<file path="config.mk">
export PLATFORM = sky130hd
export DESIGN_NAME = serial_add_4bit
export DESIGN_NICKNAME = d
export VERILOG_FILES = /design/src/rtl/serial_add_4bit_pkg.sv /design/src/rtl/serial_add_4bit_full_add.sv /design/src/rtl/serial_add_4bit.sv
export SDC_FILE = /design/constraint.sdc
export NUM_CORES = 1
export LEC_CHECK = 0
export CORE_MARGIN = 2
export CORE_UTILIZATION = 40
export CTS_BUF_LIST = sky130_fd_sc_hd__clkbuf_16
export CTS_CLUSTER_DIAMETER = 60
export DETAILED_ROUTE_END_ITERATION = 16
export PLACE_DENSITY = 0.7
export SYNTH_ARGS = -nofsm -noshare
export SYNTH_HDL_FRONTEND = slang
export SYNTH_SLANG_ARGS = --single-unit
</file>
<file path="constraint.sdc">
create_clock -name clk -period 1.4 [get_ports clk]
set_input_delay 0.35 -clock clk [delete_from_list [all_inputs] [get_ports clk]]
set_output_delay 0.35 -clock clk [all_outputs]
set_load 0.01 [all_outputs]
</file>
<file path="src/rtl/serial_add_4bit_pkg.sv">
// Shared constants and FSM encoding for the bit-serial adder.
package serial_add_4bit_pkg;

  localparam int unsigned DEF_WIDTH = 4;
  localparam int unsigned CNT_W     = $clog2(DEF_WIDTH);

  typedef enum logic [1:0] {
    ST_IDLE = 2'd0,
    ST_RUN  = 2'd1,
    ST_DONE = 2'd2
  } state_t;

endpackage

</file>
<file path="src/rtl/serial_add_4bit_full_add.sv">
// Single-bit full-adder cell; purely combinational.
module full_add_1bit (
  input  logic i_a,
  input  logic i_b,
  input  logic i_ci,
  output logic o_s_c,
  output logic o_co_c
);

  assign o_s_c  = i_a ^ i_b ^ i_ci;
  assign o_co_c = (i_a & i_b) | (i_ci & (i_a ^ i_b));

endmodule

</file>
<file path="src/rtl/serial_add_4bit.sv">
// Bit-serial adder: one full-adder cell reused LSB first, start/done handshake,
// registered sum, unsigned carry-out and signed overflow.
module serial_add_4bit
  import serial_add_4bit_pkg::*;
#(
  parameter int unsigned WIDTH = DEF_WIDTH
) (
  input  logic             clk,
  input  logic             rst_n,
  input  logic             i_start,
  input  logic [WIDTH-1:0] i_a,
  input  logic [WIDTH-1:0] i_b,
  input  logic             i_ci,
  output logic             o_busy,
  output logic             o_done,
  output logic [WIDTH-1:0] o_s,
  output logic             o_co,
  output logic             o_ov
);

  localparam int unsigned     CW   = $clog2(WIDTH);
  localparam logic [CW-1:0]   LAST = CW'(WIDTH - 1);

  state_t           r_state;
  logic [WIDTH-1:0] r_a;
  logic [WIDTH-1:0] r_b;
  logic [WIDTH-2:0] r_sum;
  logic             r_c;
  logic [CW-1:0]    r_cnt;

  logic w_s;
  logic w_co;
  logic w_last;
  logic w_accept;

  full_add_1bit u_fa (
    .i_a    (r_a[0]),
    .i_b    (r_b[0]),
    .i_ci   (r_c),
    .o_s_c  (w_s),
    .o_co_c (w_co)
  );

  assign w_last   = (r_cnt == LAST);
  assign w_accept = i_start & ((r_state == ST_IDLE) | (r_state == ST_DONE));

  // Sum bits enter at the top of r_sum; the final bit completes the word directly.
  always_ff @(posedge clk or negedge rst_n) begin
    if (!rst_n) begin
      r_state <= ST_IDLE;
      r_a     <= '0;
      r_b     <= '0;
      r_sum   <= '0;
      r_c     <= 1'b0;
      r_cnt   <= '0;
      o_busy  <= 1'b0;
      o_done  <= 1'b0;
      o_s     <= '0;
      o_co    <= 1'b0;
      o_ov    <= 1'b0;
    end else begin
      unique case (r_state)
        ST_IDLE, ST_DONE: begin
          o_done <= 1'b0;
          if (w_accept) begin
            r_a     <= i_a;
            r_b     <= i_b;
            r_c     <= i_ci;
            r_cnt   <= '0;
            o_busy  <= 1'b1;
            r_state <= ST_RUN;
          end else begin
            r_state <= ST_IDLE;
          end
        end
        ST_RUN: begin
          r_a   <= r_a >> 1;
          r_b   <= r_b >> 1;
          r_c   <= w_co;
          r_sum <= (WIDTH-1)'({w_s, r_sum} >> 1);
          r_cnt <= r_cnt + CW'(1);
          if (w_last) begin
            // r_c here is the carry into the MSB
            o_s     <= {w_s, r_sum};
            o_co    <= w_co;
            o_ov    <= r_c ^ w_co;
            o_busy  <= 1'b0;
            o_done  <= 1'b1;
            r_state <= ST_DONE;
          end
        end
        default: begin
          o_busy  <= 1'b0;
          o_done  <= 1'b0;
          r_state <= ST_IDLE;
        end
      endcase
    end
  end

endmodule

</file>
==> changes_impl.md <==
### Metrics

- Number of non-clock buffers: 27
- Cell chain of the critical path: dlygate4sd2_1
- CTS-repair resized insts: 8
- Total CTS buffers: 3
- Number of enable-type register cells in the synthesized netlist: 0
- Crit path max-delay family: flip-flops
- Comb area share: around a third
- Largest area class, layout: sequential cells
- Crit path max-delay cell type: sky130_fd_sc_hd__dfrtp_1
- Post-Synthesis Mean Instance Area: about 13 sq um
- Capturing element type of the critical path: output port
- Sort of element at the start of the critical path: flip-flop
- Layer with the highest usage: met2
- Result of the run: finished clean
- Synth Instances: about 85
- Count of input and output buffers: 19
- RSZ-0062 raised after global routing: false
- Highest clock frequency the design can meet: approximately 750 MHz
- Tightest slew margin relative to the limit: roughly four fifths
- Area of the mapped netlist: ~1100 sq um
- Power density over the cells: 2270 nW/um^2
- Sequential cell count: 23
- Chip area in the Yosys report: 1070 sq um
- Final Max-Slew Violation Tally: 0
- Startpoint of the worst register-to-register path: r_cnt[0]
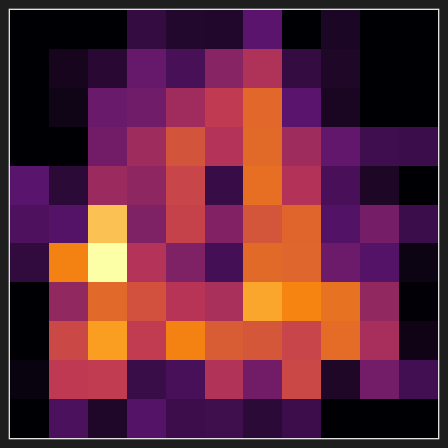
Fig. 1. Wire density map.
11 x 11 tiles, from black (low) to pale yellow (high), scaled to the fullest tile. Values are wire area over tile area, all layers added.
densest ninth of the die: center
tiles over half the peak: 25%
fullest tile: 0.34
nearly empty tiles: 18%
mean over tiles: 0.10
emptiest ninth of the die: upper right
wire per inst: 14.3 um
GRT Overall Usage: 14.9%
final routed wirelength across all metal layers: 2030 um
vias after detailed routing: 728

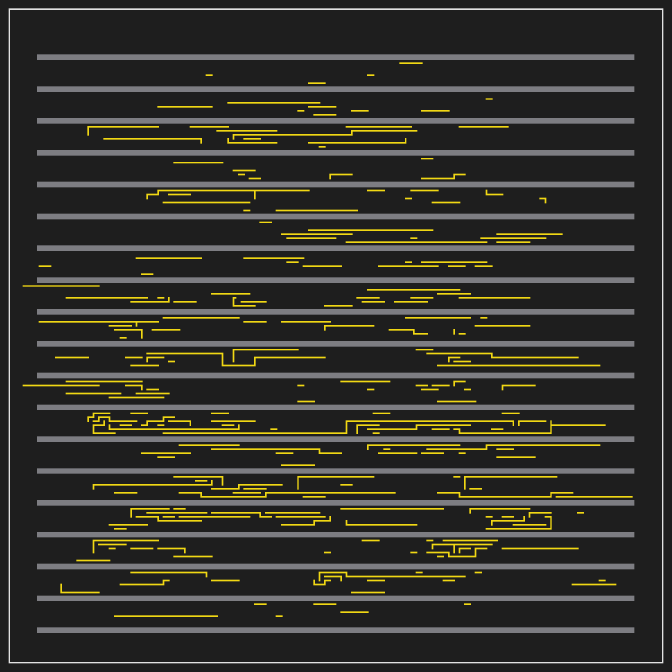
Fig. 2. Signal wires on met1.
Supply wires on this layer in gray.
wire length on this layer: 876 um
share of all routed wire: 43%
longest straight run: 15.6 um
main direction: horizontal
GRT met1 Usage: 17.0%

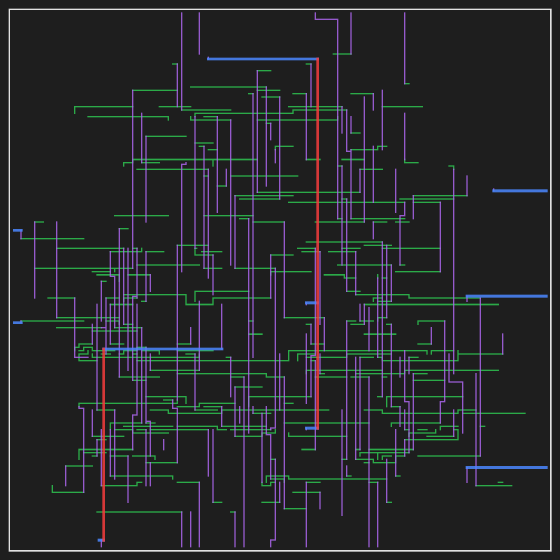
Fig. 3. Signal wires by layer.
| color | layer | wire length |
|---|---|---|
| blue | met3 | 49.1 um |
| green | met1 | 876 um |
| red | met4 | 57.8 um |
| purple | met2 | 1050 um |

Power figures rest on the tool's default switching activity, not on a simulated workload.
